===== config.mk =====
export PLATFORM = sky130hd
export DESIGN_NAME = control_unit
export DESIGN_NICKNAME = d
export VERILOG_FILES = /design/src/rtl/control_unit.sv
export SDC_FILE = /design/constraint.sdc
export NUM_CORES = 1
export LEC_CHECK = 0
export ABC_AREA = 1
export CAP_MARGIN = 40
export CORE_MARGIN = 10
export CORE_UTILIZATION = 36
export DETAILED_ROUTE_END_ITERATION = 8
export GPL_TIMING_DRIVEN = 0
export PLACE_DENSITY = 0.87
export SETUP_SLACK_MARGIN = 0.02
export SLEW_MARGIN = 20
export SYNTH_ARGS = -nofsm -noshare
export SYNTH_HDL_FRONTEND = slang
export SYNTH_SLANG_ARGS = --single-unit

===== constraint.sdc =====
create_clock -name clk -period 3.6 [get_ports clk]
set_input_delay 0.72 -clock clk [delete_from_list [all_inputs] [get_ports clk]]
set_output_delay 0.72 -clock clk [all_outputs]
set_load 0.01 [all_outputs]

===== src/rtl/control_unit.sv =====
// Hardwired Moore control unit: a three-state fetch (T0-T2), then a per-class
// execute sequence (T3-T7), or HALT until reset.
module control_unit (
  input  logic        clk,
  input  logic        clr,
  input  logic [31:0] ir,
  input  logic        con_ff,
  output logic        PC_out,
  output logic        MDR_out,
  output logic        ZLow_out,
  output logic        ZHigh_out,
  output logic        C_out,
  output logic        reg_out_en,
  output logic [3:0]  reg_out_sel,
  output logic        reg_in_en,
  output logic [3:0]  reg_in_sel,
  output logic        MAR_enable,
  output logic        MDR_enable,
  output logic        Read,
  output logic        IR_enable,
  output logic        Y_enable,
  output logic        Z_enable,
  output logic        PC_enable,
  output logic        IncPC,
  output logic        HI_enable,
  output logic        LO_enable,
  output logic        CON_enable,
  output logic        RAM_read_enable,
  output logic        RAM_write_enable,
  output logic [4:0]  opcode,
  output logic        run,
  output logic [3:0]  state
);

  typedef enum logic [3:0] {
    T0 = 4'd0, T1 = 4'd1, T2 = 4'd2, T3 = 4'd3,
    T4 = 4'd4, T5 = 4'd5, T6 = 4'd6, T7 = 4'd7, HALT = 4'd8
  } state_t;

  typedef enum logic [2:0] {
    C_LD, C_ST, C_ALU, C_IMM, C_MULDIV, C_BR, C_NOP, C_HALT
  } class_t;

  typedef struct packed {
    logic       pc_out, mdr_out, zlow_out, zhigh_out, c_out;
    logic       reg_out_en;
    logic [3:0] reg_out_sel;
    logic       reg_in_en;
    logic [3:0] reg_in_sel;
    logic       mar_en, mdr_en, read, ir_en, y_en, z_en, pc_en, inc_pc;
    logic       hi_en, lo_en, con_en, ram_rd, ram_wr;
    logic [4:0] opcode;
  } ctrl_t;

  state_t     state_q, state_d;
  class_t     cls;
  ctrl_t      ctrl, ctrl_o;
  logic [4:0] op, imm_op;
  logic [3:0] ra, rb, rc;
  logic       unused_ir;

  assign op        = ir[31:27];
  assign ra        = ir[26:23];
  assign rb        = ir[22:19];
  assign rc        = ir[18:15];
  assign unused_ir = ^ir[14:0];

  always_comb begin
    cls = C_NOP;
    if (op == 5'd0)                      cls = C_LD;
    else if (op == 5'd1)                 cls = C_ST;
    else if (op >= 5'd2 && op <= 5'd10)  cls = C_ALU;
    else if (op >= 5'd11 && op <= 5'd13) cls = C_IMM;
    else if (op == 5'd14 || op == 5'd15) cls = C_MULDIV;
    else if (op == 5'd16)                cls = C_BR;
    else if (op == 5'd27)                cls = C_HALT;
  end

  // Immediate forms reuse the ALU code of their register counterpart.
  always_comb begin
    case (op)
      5'd11:   imm_op = 5'd2;
      5'd12:   imm_op = 5'd4;
      default: imm_op = 5'd5;
    endcase
  end

  always_comb begin
    ctrl    = '0;
    state_d = state_q;
    case (state_q)
      T0: begin
        ctrl.pc_out = 1'b1; ctrl.mar_en = 1'b1; ctrl.inc_pc = 1'b1;
        state_d = T1;
      end
      T1: begin
        ctrl.ram_rd = 1'b1; ctrl.read = 1'b1; ctrl.mdr_en = 1'b1;
        state_d = T2;
      end
      T2: begin
        ctrl.mdr_out = 1'b1; ctrl.ir_en = 1'b1;
        state_d = T3;
      end
      T3: begin
        state_d = T4;
        case (cls)
          C_NOP:  state_d = T0;
          C_HALT: state_d = HALT;
          C_BR: begin
            ctrl.reg_out_en = 1'b1; ctrl.reg_out_sel = ra; ctrl.con_en = 1'b1;
          end
          C_MULDIV: begin
            ctrl.reg_out_en = 1'b1; ctrl.reg_out_sel = ra; ctrl.y_en = 1'b1;
          end
          default: begin
            ctrl.reg_out_en = 1'b1; ctrl.reg_out_sel = rb; ctrl.y_en = 1'b1;
          end
        endcase
      end
      T4: begin
        state_d = T5;
        ctrl.z_en = 1'b1;
        case (cls)
          C_ALU, C_MULDIV: begin
            ctrl.reg_out_en = 1'b1;
            ctrl.reg_out_sel = (cls == C_ALU) ? rc : rb;
            ctrl.opcode = op;
          end
          C_IMM: begin
            ctrl.c_out = 1'b1; ctrl.opcode = imm_op;
          end
          C_BR: begin
            ctrl.z_en = 1'b0; ctrl.pc_out = 1'b1; ctrl.y_en = 1'b1;
          end
          default: begin
            ctrl.c_out = 1'b1; ctrl.opcode = 5'd2;
          end
        endcase
      end
      T5: begin
        state_d = T6;
        case (cls)
          C_ALU, C_IMM: begin
            ctrl.zlow_out = 1'b1; ctrl.reg_in_en = 1'b1; ctrl.reg_in_sel = ra;
            state_d = T0;
          end
          C_MULDIV: begin
            ctrl.zlow_out = 1'b1; ctrl.lo_en = 1'b1;
          end
          C_BR: begin
            ctrl.c_out = 1'b1; ctrl.opcode = 5'd2; ctrl.z_en = 1'b1;
          end
          C_LD, C_ST: begin
            ctrl.zlow_out = 1'b1; ctrl.mar_en = 1'b1;
          end
          default: state_d = T0;
        endcase
      end
      T6: begin
        state_d = T0;
        case (cls)
          C_MULDIV: begin
            ctrl.zhigh_out = 1'b1; ctrl.hi_en = 1'b1;
          end
          C_LD: begin
            ctrl.ram_rd = 1'b1; ctrl.read = 1'b1; ctrl.mdr_en = 1'b1;
            state_d = T7;
          end
          C_ST: begin
            ctrl.reg_out_en = 1'b1; ctrl.reg_out_sel = ra; ctrl.ram_wr = 1'b1;
          end
          C_BR: begin
            ctrl.zlow_out = 1'b1; ctrl.pc_en = con_ff;
          end
          default: ;
        endcase
      end
      T7: begin
        ctrl.mdr_out = 1'b1; ctrl.reg_in_en = 1'b1; ctrl.reg_in_sel = ra;
        state_d = T0;
      end
      HALT:    state_d = HALT;
      default: state_d = T0;
    endcase
  end

  always_ff @(posedge clk or negedge clr) begin
    if (!clr) state_q <= T0;
    else      state_q <= state_d;
  end

  // Reset parks the FSM in T0 but the T0 strobes must stay quiet until clr rises.
  assign ctrl_o = clr ? ctrl : '0;

  assign PC_out           = ctrl_o.pc_out;
  assign MDR_out          = ctrl_o.mdr_out;
  assign ZLow_out         = ctrl_o.zlow_out;
  assign ZHigh_out        = ctrl_o.zhigh_out;
  assign C_out            = ctrl_o.c_out;
  assign reg_out_en       = ctrl_o.reg_out_en;
  assign reg_out_sel      = ctrl_o.reg_out_sel;
  assign reg_in_en        = ctrl_o.reg_in_en;
  assign reg_in_sel       = ctrl_o.reg_in_sel;
  assign MAR_enable       = ctrl_o.mar_en;
  assign MDR_enable       = ctrl_o.mdr_en;
  assign Read             = ctrl_o.read;
  assign IR_enable        = ctrl_o.ir_en;
  assign Y_enable         = ctrl_o.y_en;
  assign Z_enable         = ctrl_o.z_en;
  assign PC_enable        = ctrl_o.pc_en;
  assign IncPC            = ctrl_o.inc_pc;
  assign HI_enable        = ctrl_o.hi_en;
  assign LO_enable        = ctrl_o.lo_en;
  assign CON_enable       = ctrl_o.con_en;
  assign RAM_read_enable  = ctrl_o.ram_rd;
  assign RAM_write_enable = ctrl_o.ram_wr;
  assign opcode           = ctrl_o.opcode;
  assign run              = (state_q != HALT);
  assign state            = state_q;

endmodule


**Run 1: pin map**

Drawn at 6 px/um. Pins as bars across the die edge, other pins in grey.
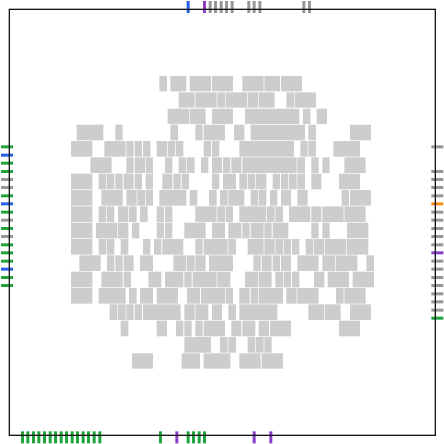
opcode -> purple  # pins 5, direction output, edge 3 south, 1 east, 1 north
reg_out_sel -> blue  # pins 4, direction output, edge 3 west, 1 north
IncPC -> orange  # pins 1, direction output, edge east
ir -> green  # pins 32, direction input, edge 20 south, 11 west, 1 east

**Run 1: placed cells, one colour a class**

Drawn at 6 px/um.
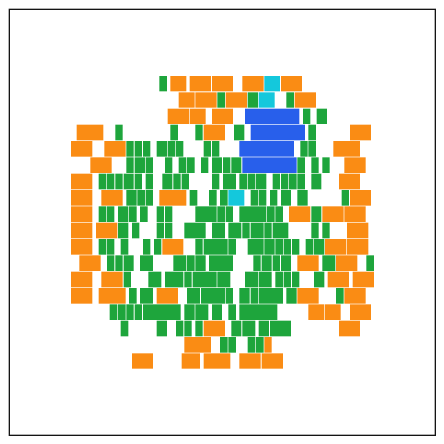
remaining buffers and delay cells -> orange  # cells 61, share of their area 40%
remaining logic cells -> green  # cells 166, share of their area 52%
clock-net drivers -> cyan  # cells 3, share of their area 1.5%
sequential cells -> blue  # cells 4, share of their area 6.5%
Core ar.: 0.002477 mm2
Final Cell Area: 0.001570 mm2

==> metrics.yaml, run 1 <==
pwr:
  switchingPower_uw: 223.1
  power_switching_share_pct: 45.59
  post-layout-total-power_uw: 489.4
  power_top_consumer: "combinational logic"
run:
  cap_viol_max_count: 0
  warning_count: 41
grt:
  grt_overflow: 0
  number_of_antenna_violations_at_the_first_check_in_global_routing: 0
  gr-usage-all-layers_pct: 12.46
  grt_pass1_vias: 1218
floorplanning:
  die_height_um: 70.75
  die_area_mm2: 0.005006
routing:
  wl_met1_um: 1459
  detailroute.wirelength.met3_um: 379
  drt-total-wl_um: 3422
  final_antenna_net_count: 0
sta:
  tightest_slew_ns: 0.5097
  hold_viol_final: 0
  rsz_0062_raised_after_global_routing: "no"
  final.setup_skew_ns: 0.002724
  postLayoutSetupSlackWorst_ns: 0.1645
  max_freq_ghz: 0.2911
setup_path:
  critical_path.endpoint: "reg_out_sel[1]"
  cp_data_arrival_time_ns: 2.72
  critical-path-top-cell-by-count: "sky130_fd_sc_hd__nor2_1"
  endpoint_kind: "output pin"
  setup_crit_start: "ir[27]"
  reg2reg_to: "state[2]$_DFF_PN0_"
  timing.critical_path.slowest_cell_delay_ns: 0.55
  worstSetupStartpointType: "input pin"
  worst_path_max_delay_cell: "sky130_fd_sc_hd__clkdlybuf4s50_1"
final_layout:
  layout.area.top_class: "multi-input combinational cells"
  area_growth_syn_to_layout_pct: 69.37
  design.seq.count: 4
  comb_area_share_pct: 44.46
  n_clock_buffer: 3
  nFillCells: 240
  largest_register_ffs: 4
  logic_area_um2: 698.2
  nonClockBufferCount: 61
yosys:
  synth_flop_count: 4
  ys_chip_area_um2: 927.1
  yosysCellCount: 176
  yosysTopAreaCell: "sky130_fd_sc_hd__nand2_1"
  postSynth.asyncResetShare_pct: 100.0
outcome:
  status: "completed"
placement:
  finalWeightedCongestion: 0.8869
cts:
  clk-insertion-delay-late_ns: 0.24
**Run 1: close-up of the layout**

Window x 23 to 48, y 9 to 34 um. Cells in grey, sequential cells in the stronger grey; small squares are vias.
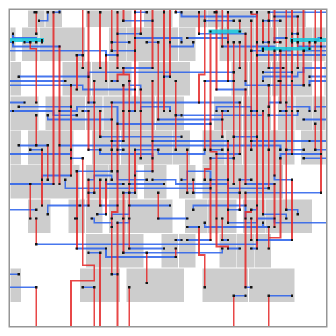
M1 -> blue
M2 -> red
M3 -> cyan
cells with their middle in the window = 61
sequential cells in the window = 0
most frequent = nand2_1 (13), clkdlybuf4s50_1 (5)

**Run 1: selected gate families**

Drawn at 4 px/um.
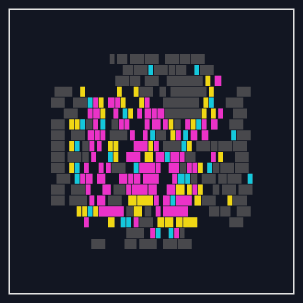
nand cells -> magenta  # cells 75, where centre
inv cells -> cyan  # cells 28
nor cells -> yellow  # cells 44

## run 1: metrics by stage
stage	cells	util (%)	hold slack [ns]	setup TNS (ns)	cell area (um2)
3_5_place_dp	261	61.16	0.6219	-0.2468	1515
6_report	264	63.38	0.3729	0	1570
2_1_floorplan	176	-	0.4244	0	927.1
5_1_grt	264	63.38	0.3962	0	1570
4_1_cts	264	62.27	0.6295	0	1543
3_3_place_gp	261	61.16	0.6112	-0.1832	1515
## run 1: cell families after synthesis
group	synth area share [%]
AND/OR/NAND/NOR	61.67
buffers and inverters	15.79
AND-OR/OR-AND	11.34
flip-flops	10.80
other	0.4045
**Run 1: track usage over the die**

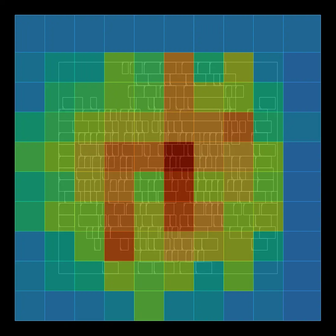

==> inputs of run 2 (changes only) <==
--- a/config.mk
+++ b/config.mk
@@ -7,10 +7,10 @@
 export LEC_CHECK = 0
 export ABC_AREA = 1
 export CAP_MARGIN = 40
-export CORE_MARGIN = 10
+export CORE_MARGIN = 8
 export CORE_UTILIZATION = 36
 export DETAILED_ROUTE_END_ITERATION = 8
-export GPL_TIMING_DRIVEN = 0
+export GPL_TIMING_DRIVEN = 1
 export PLACE_DENSITY = 0.87
 export SETUP_SLACK_MARGIN = 0.02
 export SLEW_MARGIN = 20
**Run 2: track usage over the die**

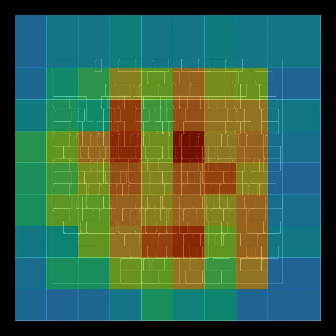
DR WL/cell: 12.27 um
global-route layer with the greatest usage: met2
met2 Track Usage GR: 25.09%
met3 track demand over resource: 4.698%

==> metrics.yaml, run 2 <==
outcome:
  status: "completed"
setup_path:
  worstSetupStartpointType: "input pin"
  worst_path_max_delay_cell: "sky130_fd_sc_hd__clkdlybuf4s50_1"
  endpoint_kind: "output pin"
  critical_path.endpoint: "reg_out_sel[0]"
  reg2reg_to: "state[2]$_DFF_PN0_"
  cp_data_arrival_time_ns: 2.65  # -0.07 ns
  critical-path-top-cell-by-count: "sky130_fd_sc_hd__nor2_1"
  setup_crit_start: "ir[27]"
final_layout:
  largest_register_ffs: 4  # unchanged
  area_growth_syn_to_layout_pct: 70.85
  postLayoutCellArea_mm2: 0.001584  # +0.88%
  utilization_after_layout_pct: 64.53  # +1.1 points
  post_layout_nonfiller_instances: 267  # +1.1%
  nFillCells: 247  # +2.9%
floorplanning:
  coreArea_mm2: 0.002455  # -0.91%
  die_area_mm2: 0.004456  # -11%
  die_height_um: 66.75  # -5.7%
cts:
  clk-insertion-delay-late_ns: 0.23  # about the same
  clkTransAtPathRegs_ns: 0.03
  cts.path.max_buffers: 2
pwr:
  power.sequential.total_uw: 81.4
  post-layout-total-power_uw: 483.4  # -1.2%
  switchingPower_uw: 219.7  # -1.6%
  power_top_consumer: "combinational logic"
  power_switching_share_pct: 45.45  # -0.15 points
sta:
  final.setup_skew_ns: 0.001967  # -0.0007565 ns
  max_freq_ghz: 0.2968  # +2.0%
  setup_total_negative_slack_ns: 0  # unchanged
  rsz_0062_raised_after_global_routing: "no"
  postLayoutSetupSlackWorst_ns: 0.2303  # +0.06579 ns
  hold_viol_final: 0  # unchanged
  hold_slack_ns: 0.6279  # +0.2550 ns
yosys:
  synth_flop_count: 4  # unchanged
  postSynth.asyncResetShare_pct: 100.0  # unchanged
  ys_chip_area_um2: 927.1  # unchanged
  yosysCellCount: 176  # unchanged
routing:
  final_antenna_net_count: 0  # unchanged
  drt-total-wl_um: 3275  # -4.3%
placement:
  detailed_place.area_mm2: 0.001544  # +1.9%
  numPlacedInstances: 264  # +1.1%
  finalWeightedCongestion: 0.8387  # -5.4%
grt:
  number_of_antenna_violations_at_the_first_check_in_global_routing: 0  # unchanged
  grt_overflow: 0  # unchanged
  grt_pass1_vias: 1267  # +4.0%
  gr-usage-all-layers_pct: 14.34  # +1.9 points
run:
  warning_count: 41  # unchanged
  cap_viol_max_count: 0  # unchanged
hold_path:
  worst_hold_path_type: "reg2reg"
**Run 2: close-up of the layout**

Window x 21 to 46, y 8 to 33 um. Cells in grey, sequential cells in the stronger grey; small squares are vias.
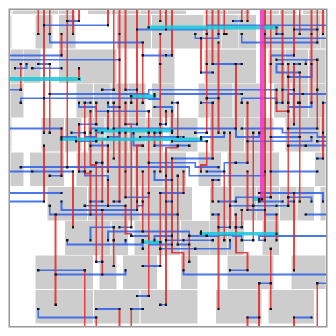
M2 -> red
M1 -> blue
M3 -> cyan
M4 -> magenta
sequential cells in the window = 0
cells with their middle in the window = 71
most frequent = nand2_1 (14), nor2_1 (7), clkdlybuf4s50_1 (5)

## run 2: cell counts after synthesis
Identical to the previous run, type by type.
## run 2: kinds of logic after synthesis
| family | share of synthesized area [%] |
|---|---|
| flops | 10.80 |
| buf+inv | 15.79 |
| compound gates | 11.34 |
| simple gates | 61.67 |
| other cells | 0.4045 |
## run 2: metal layers
metal / part of all wire (%) / wire [um] / vias to the layer above
met4: 0.85 / 28 / 0
li1: - / - / 678
met3: 12 / 403 / 4
met2: 47 / 1551 / 66
met1: 39 / 1291 / 595
met5: 0 / 0 / -
## run 2: cell type report
class	instances	area [um2]	area share, %
tap	30	37.54	2.370
timing repair buffer	64	633.1	39.97
multi-input combinational	138	685.7	43.29
sequential	4	100.1	6.319
inverter	28	105.1	6.635
clock buffer	3	22.52	1.422
Power is estimated from default activity; no workload was simulated.
